File: config.mk
export PLATFORM = sky130hd
export DESIGN_NAME = uart_load_ram
export DESIGN_NICKNAME = d
export VERILOG_FILES = /design/src/rtl/uart_load_ram.sv
export SDC_FILE = /design/constraint.sdc
export NUM_CORES = 1
export LEC_CHECK = 0
export CAP_MARGIN = 20
export CORE_ASPECT_RATIO = 0.9
export CORE_UTILIZATION = 40
export DETAILED_ROUTE_END_ITERATION = 8
export HOLD_SLACK_MARGIN = 0.02
export SYNTH_ARGS = -nofsm -noshare
export SYNTH_HDL_FRONTEND = slang
export SYNTH_SLANG_ARGS = --single-unit
File: constraint.sdc
create_clock -name clk -period 2.6 [get_ports clk]
set_input_delay 0.52 -clock clk [delete_from_list [all_inputs] [get_ports clk]]
set_output_delay 0.52 -clock clk [all_outputs]
set_load 0.1 [all_outputs]
File: src/rtl/uart_load_ram.sv
// CPU data RAM with a UART bulk-load engine: frames of N, N*BYTES data bytes
// (low byte first) and a CRC-8 (poly 0x07) are written from address 0 upward.
module uart_load_ram #(
  parameter int DATA_W = 16,
  parameter int DEPTH  = 16,
  parameter int ADDR_W = 4
) (
  input  logic              clk,
  input  logic              reset,
  input  logic              write_en,
  input  logic [ADDR_W-1:0] addrM,
  input  logic [DATA_W-1:0] write_dataM,
  output logic [DATA_W-1:0] read_dataM,
  input  logic              load_start,
  input  logic              rx_valid,
  input  logic [7:0]        rx_byte,
  output logic              load_busy,
  output logic              cpu_stall,
  output logic              load_done,
  output logic              load_err,
  output logic [ADDR_W:0]   load_count,
  output logic [2:0]        dbg_state
);

  localparam int BYTES = DATA_W / 8;
  localparam int IDX_W = (BYTES > 1) ? $clog2(BYTES) : 1;
  localparam int CNT_W = ADDR_W + 1;
  localparam logic [IDX_W-1:0] LAST_LANE = IDX_W'(BYTES - 1);
  localparam logic [CNT_W-1:0] DEPTH_C   = CNT_W'(DEPTH);
  localparam logic [8:0]       DEPTH_B   = 9'(DEPTH);

  typedef enum logic [2:0] {
    S_IDLE = 3'd0,
    S_LEN  = 3'd1,
    S_DATA = 3'd2,
    S_CRC  = 3'd3,
    S_DONE = 3'd4
  } state_t;

  state_t r_state;
  state_t w_state_nxt;

  logic [DATA_W-1:0] r_mem [DEPTH];
  logic [7:0]        r_crc;
  logic [CNT_W-1:0]  r_len;
  logic [CNT_W-1:0]  r_count;
  logic [IDX_W-1:0]  r_idx;
  logic [DATA_W-1:0] r_asm;
  logic              r_err;

  logic              w_busy;
  logic              w_len_bad;
  logic              w_last_lane;
  logic              w_last_word;
  logic              w_load_we;
  logic              w_cpu_we;
  logic              w_addr_ok;
  logic [7:0]        w_crc_nxt;
  logic [DATA_W-1:0] w_word;

  function automatic logic [7:0] crc8_fold(input logic [7:0] crc, input logic [7:0] b);
    logic [7:0] c;
    c = crc ^ b;
    for (int k = 0; k < 8; k++) begin
      c = c[7] ? ((c << 1) ^ 8'h07) : (c << 1);
    end
    return c;
  endfunction

  // rx_valid is a one-cycle strobe with no back-pressure: a byte is taken on
  // the falling edge where rx_valid=1 and the engine is in LEN, DATA or CRC.
  assign w_busy      = (r_state == S_LEN) || (r_state == S_DATA) || (r_state == S_CRC);
  assign w_len_bad   = (rx_byte == 8'd0) || ({1'b0, rx_byte} > DEPTH_B);
  assign w_last_lane = (r_idx == LAST_LANE);
  assign w_last_word = (CNT_W'(r_count + 1'b1) == r_len);
  assign w_crc_nxt   = crc8_fold(r_crc, rx_byte);
  assign w_load_we   = (r_state == S_DATA) && rx_valid && w_last_lane;
  assign w_cpu_we    = write_en && !w_busy && w_addr_ok;
  assign w_addr_ok   = ({1'b0, addrM} < DEPTH_C);

  always_comb begin
    w_word = r_asm;
    w_word[r_idx*8 +: 8] = rx_byte;
  end

  always_ff @(negedge clk or negedge reset) begin
    if (!reset) begin
      r_state <= S_IDLE;
    end else begin
      r_state <= w_state_nxt;
    end
  end

  always_comb begin
    w_state_nxt = r_state;
    case (r_state)
      S_IDLE: if (load_start) w_state_nxt = S_LEN;
      S_LEN:  if (rx_valid)   w_state_nxt = w_len_bad ? S_DONE : S_DATA;
      S_DATA: if (rx_valid && w_last_lane && w_last_word) w_state_nxt = S_CRC;
      S_CRC:  if (rx_valid)   w_state_nxt = S_DONE;
      S_DONE: w_state_nxt = S_IDLE;
      default: w_state_nxt = S_IDLE;
    endcase
  end

  always_ff @(negedge clk or negedge reset) begin
    if (!reset) begin
      r_crc   <= 8'd0;
      r_len   <= '0;
      r_count <= '0;
      r_idx   <= '0;
      r_asm   <= '0;
      r_err   <= 1'b0;
      for (int i = 0; i < DEPTH; i++) begin
        r_mem[i] <= DATA_W'(i);
      end
    end else begin
      case (r_state)
        S_IDLE: begin
          if (load_start) begin
            r_crc   <= 8'd0;
            r_len   <= '0;
            r_count <= '0;
            r_idx   <= '0;
            r_asm   <= '0;
            r_err   <= 1'b0;
          end
        end
        S_LEN: begin
          if (rx_valid) begin
            if (w_len_bad) begin
              r_err <= 1'b1;
            end else begin
              r_len <= CNT_W'(rx_byte);
              r_crc <= w_crc_nxt;
            end
          end
        end
        S_DATA: begin
          if (rx_valid) begin
            r_crc <= w_crc_nxt;
            r_asm <= w_word;
            if (w_last_lane) begin
              r_idx   <= '0;
              r_count <= r_count + 1'b1;
            end else begin
              r_idx <= r_idx + 1'b1;
            end
          end
        end
        S_CRC: begin
          if (rx_valid && (rx_byte != r_crc)) r_err <= 1'b1;
        end
        default: ;
      endcase

      // CPU writes are only possible when the loader is idle, so the ports never collide.
      if (w_load_we) begin
        r_mem[r_count[ADDR_W-1:0]] <= w_word;
      end else if (w_cpu_we) begin
        r_mem[addrM] <= write_dataM;
      end
    end
  end

  assign read_dataM = w_addr_ok ? r_mem[addrM] : '0;
  assign load_busy  = w_busy;
  assign cpu_stall  = w_busy;
  assign load_done  = (r_state == S_DONE);
  assign load_err   = r_err;
  assign load_count = r_count;
  assign dbg_state  = r_state;

endmodule

**Routed clock nets over the placement**

Bar = 50 um.
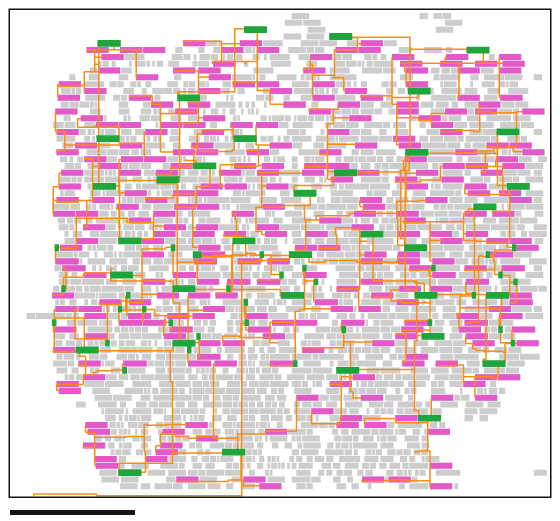
clock wires -> orange  # length 4,670 um
flip-flops -> magenta  # count 295
clock-net drivers -> green  # count 67
routed clock nets = 68
flops lie = widely spread

**M4 wires**

Cells faint in the background.
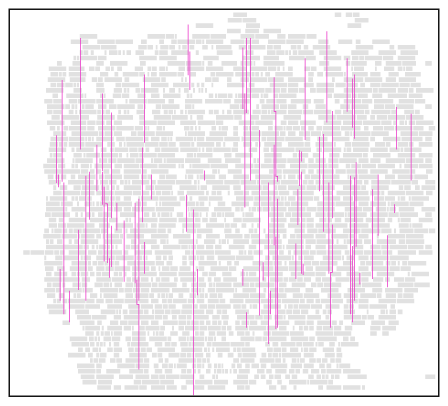
wire length on this layer = 2,540 um
share of all routed wire = 3.9%
longest straight run = 93.2 um
nets with wire on the layer = 49

==> run summary <==
Status: finished with violations
Failing checks: negative setup slack
Gate power share: 34.7%
Die H: 194 um
Seq share, synth: 45.2%
Placed insts: 2,237
Clock Power Share: 30.4%
Switching Power: 6.07 mW
Ys async rst share: 100%
Largest Pwr Group: sequential cells
Final ANT Viol Nets: 0
Hold Path Origin: r_mem[116]
Final hold vios: 0
RSZ-0062 raised after global routing: yes
Count of tool warnings: 64
Dpl hpwl: 39,300 um
Clk_lat worst skew: 0.62 ns
Crit path max fanout: 2
Max stage delay on crit path: 0.58 ns
Synthesized cell area: 16,400 um2
Relative slew slack: 52.2%
Net count after synthesis: 1,522
Iter 0 DRT Violations: 1,673
Delay-heaviest family, CP: multiplexers
DR WL/cell: 26.7 um
Placeable Area: 40,600 um2
Flip-flops with a built-in enable: 0
Clk pin slew, worst setup/hold paths: 0.05 ns
Ys cells: 1,482
H-tree depth: 2
CTS root buffer: clkbuf_16
Worst setup EP type: output pin
# setup viols final: 290
Nets: 1,931
Slew Limit Fails: 0
YS warnings: 0
Placed cell area: 21,600 um2
Switching Share: 34.3%
Post-Route WL: 65,500 um
Crit path cell chain: mux4_2 > mux4_2 > buf_12
Critical Path AT: 3.61 ns
Static Leakage: 10.6 nW
Cell Type Count: 57
First-pass GRT wire length: 92,600 um
Power Clock: 5.37 mW
WP data required: 2.08 ns
Fp util: 40.5%
CP startpoint kind: flop
GR Overflow Total: 0
Pre-Repair DR Iteration Count: 6
Synth Instances: 1,482
YS chip area: 16,400 um2
Vias per std cell: 6.16
DIE AREA: 41,800 um2
Comb pwr: 6.12 mW
Max cap viols: 0
Setup WS post-layout: -1.53 ns
Worst setup startpoint: r_mem[65]
Slew @ Worst Pin: 0.715 ns
WS Path Type: flop to output pin
Worst hold-check path type: flop to flop
Layout cell share with drive strength beyond 1: 60.5%
Die span in x: 216 um
Int Pwr: 11.6 mW
#FFs+latches synth: 295
Post-CTS Hold Buffers: 0
Max IR drop VDD: 0.408 mV
P_seq: 6.18 mW
Clock skew: 0.0869 ns
Non-Filler Instances: 2,457
Largest net degree at the start of global routing: 44
Reg-to-Reg Start: dbg_state[2]
Via count: 15.1k
**Where the registers sit**

Other sequential cells in the stronger gray, the rest of the logic in the fainter gray.
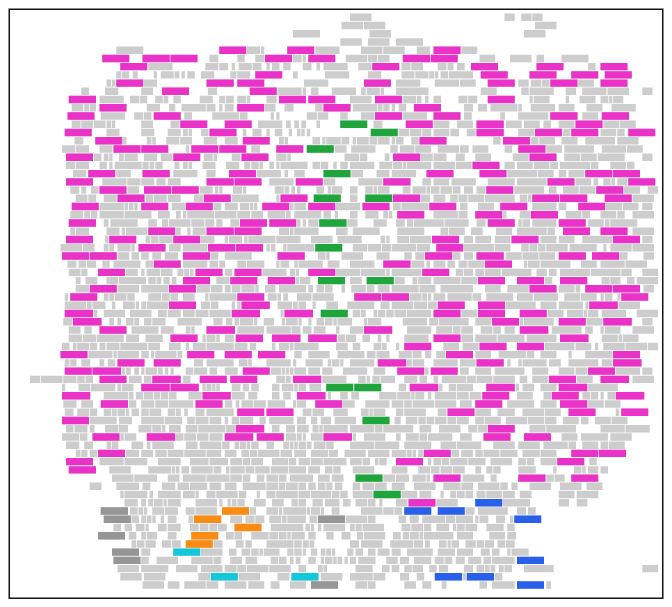
dbg_state -> cyan  # placed flops 3
r_crc -> blue  # placed flops 8, where bottom right
r_len -> orange  # placed flops 5
r_asm -> green  # placed flops 16
r_mem -> magenta  # placed flops 256
not colored = 7

**Congestion heat map**

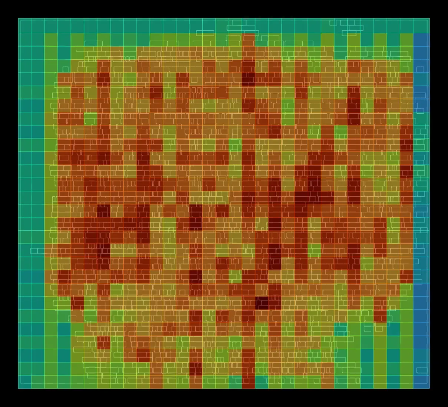
Tot GR Track Use: 29.0%
met3 Usage GRT: 5.77%
grt met2 use: 44.5%

==> path summary, 6_finish.rpt <==
| path | end | slack (ns) | cells past startpoint |
|---|---|---|---|
| setup / recovery | read_dataM[1] | -1.53 | 3 |
| hold / removal | r_mem[116] | 0.43 | 2 |
| setup reg to reg | r_mem[140] | 0.01 | 11 |
| hold reg to reg | r_mem[116] | 0.43 | 2 |
| max in group asynchronous | r_mem[189] | 0.91 | 3 |
| min in group asynchronous | r_mem[179] | 1.04 | 1 |
==> kinds of logic after synthesis <==
group	after synthesis	share of synthesized area [%]
buf+inv	162	4.41
mux	193	18.6
compound gates	480	20.5
xor+xnor	31	1.75
fa+ha+maj	7	0.534
simple gates	314	9.01
flops	295	45.2
==> routing by layer <==
metal  part of all wire (%)  track usage, %
met5                      0               0
met4                    3.9            8.93
met3                    7.6            5.77
met2                     47            44.5
met1                     42            41.2
==> Yosys cell counts, drive strengths merged (4+ instances only) <==
cell | n | share of area, %
dfrtn | 263 | 40
nor2 | 138 | 3.2
a22oi | 128 | 5.9
nand2 | 120 | 2.8
o21ai | 102 | 3.3
mux2 | 96 | 6.6
a21oi | 86 | 2.6
o2bb2ai | 82 | 4.4
mux4 | 80 | 11
buf | 75 | 2.4
clkbuf | 73 | 1.7
dfstp | 32 | 5.1
a221o | 31 | 1.9
o31ai | 22 | 1.0
xnor2 | 19 | 1.0
mux2i | 17 | 1.0
inv | 13 | 0.30
nor4 | 12 | 1.3
xor2 | 11 | 0.59
nor3 | 9 | 0.37
a22o | 8 | 0.43
nand3 | 8 | 0.32
ha | 7 | 0.53
nand2b | 7 | 0.27
a31oi | 5 | 0.19
nor2b | 5 | 0.19
or2 | 5 | 0.19
a211o | 4 | 0.21
==> cell usage in the layout, fill, tap and decap left out, types with 44 or more instances in the layout <==
cell / instances
a21oi_2: 60
a22oi_2: 110
buf_12: 108
buf_4: 235
buf_6: 85
clkbuf_16: 51
dfrtn_1: 263
inv_1: 44
mux2_4: 80
mux4_2: 80
nand2_1: 79
nor2_1: 90
o21ai_1: 65
==> registers in the layout, summed over array words and instances, names as in the netlist <==
signal and flops:
dbg_state 3, load_count 5, load_err 1, r_asm 16
r_crc 8, r_idx 1, r_len 5, r_mem 256
==> through the flow <==
| stage | setup TNS [ns] | utilization, % | worst slack, ns |
|---|---|---|---|
| finish | -72.47 | 65.3 | -1.53 |
| detailed placement | -342.67 | 53.2 | -1.40 |
| global placement | -335.75 | 53.2 | -1.36 |
| floorplan | -222.51 | - | -1.22 |
| global route | -81.12 | 65.3 | -1.54 |
| CTS | -64.78 | 61.2 | -1.48 |
==> repair_timing <==
action	in CTS	in global routing
endpoints found under the setup margin	322	299
gates cloned	16	21
pin swaps	74	151
buffers inserted	65	48
gates resized	274	250
==> layout make-up <==
cell class | count | area [um2]
Clock buffer | 47 | 1010
Clock inverter | 48 | 283
Fill cell | 2823 | 14100
Inverter | 13 | 48.8
Multi-Input combinational cell | 1030 | 11200
Sequential cell | 295 | 7420
Tap cell | 540 | 676
Timing Repair Buffer | 484 | 5860
Power is estimated from default activity; no workload was simulated.
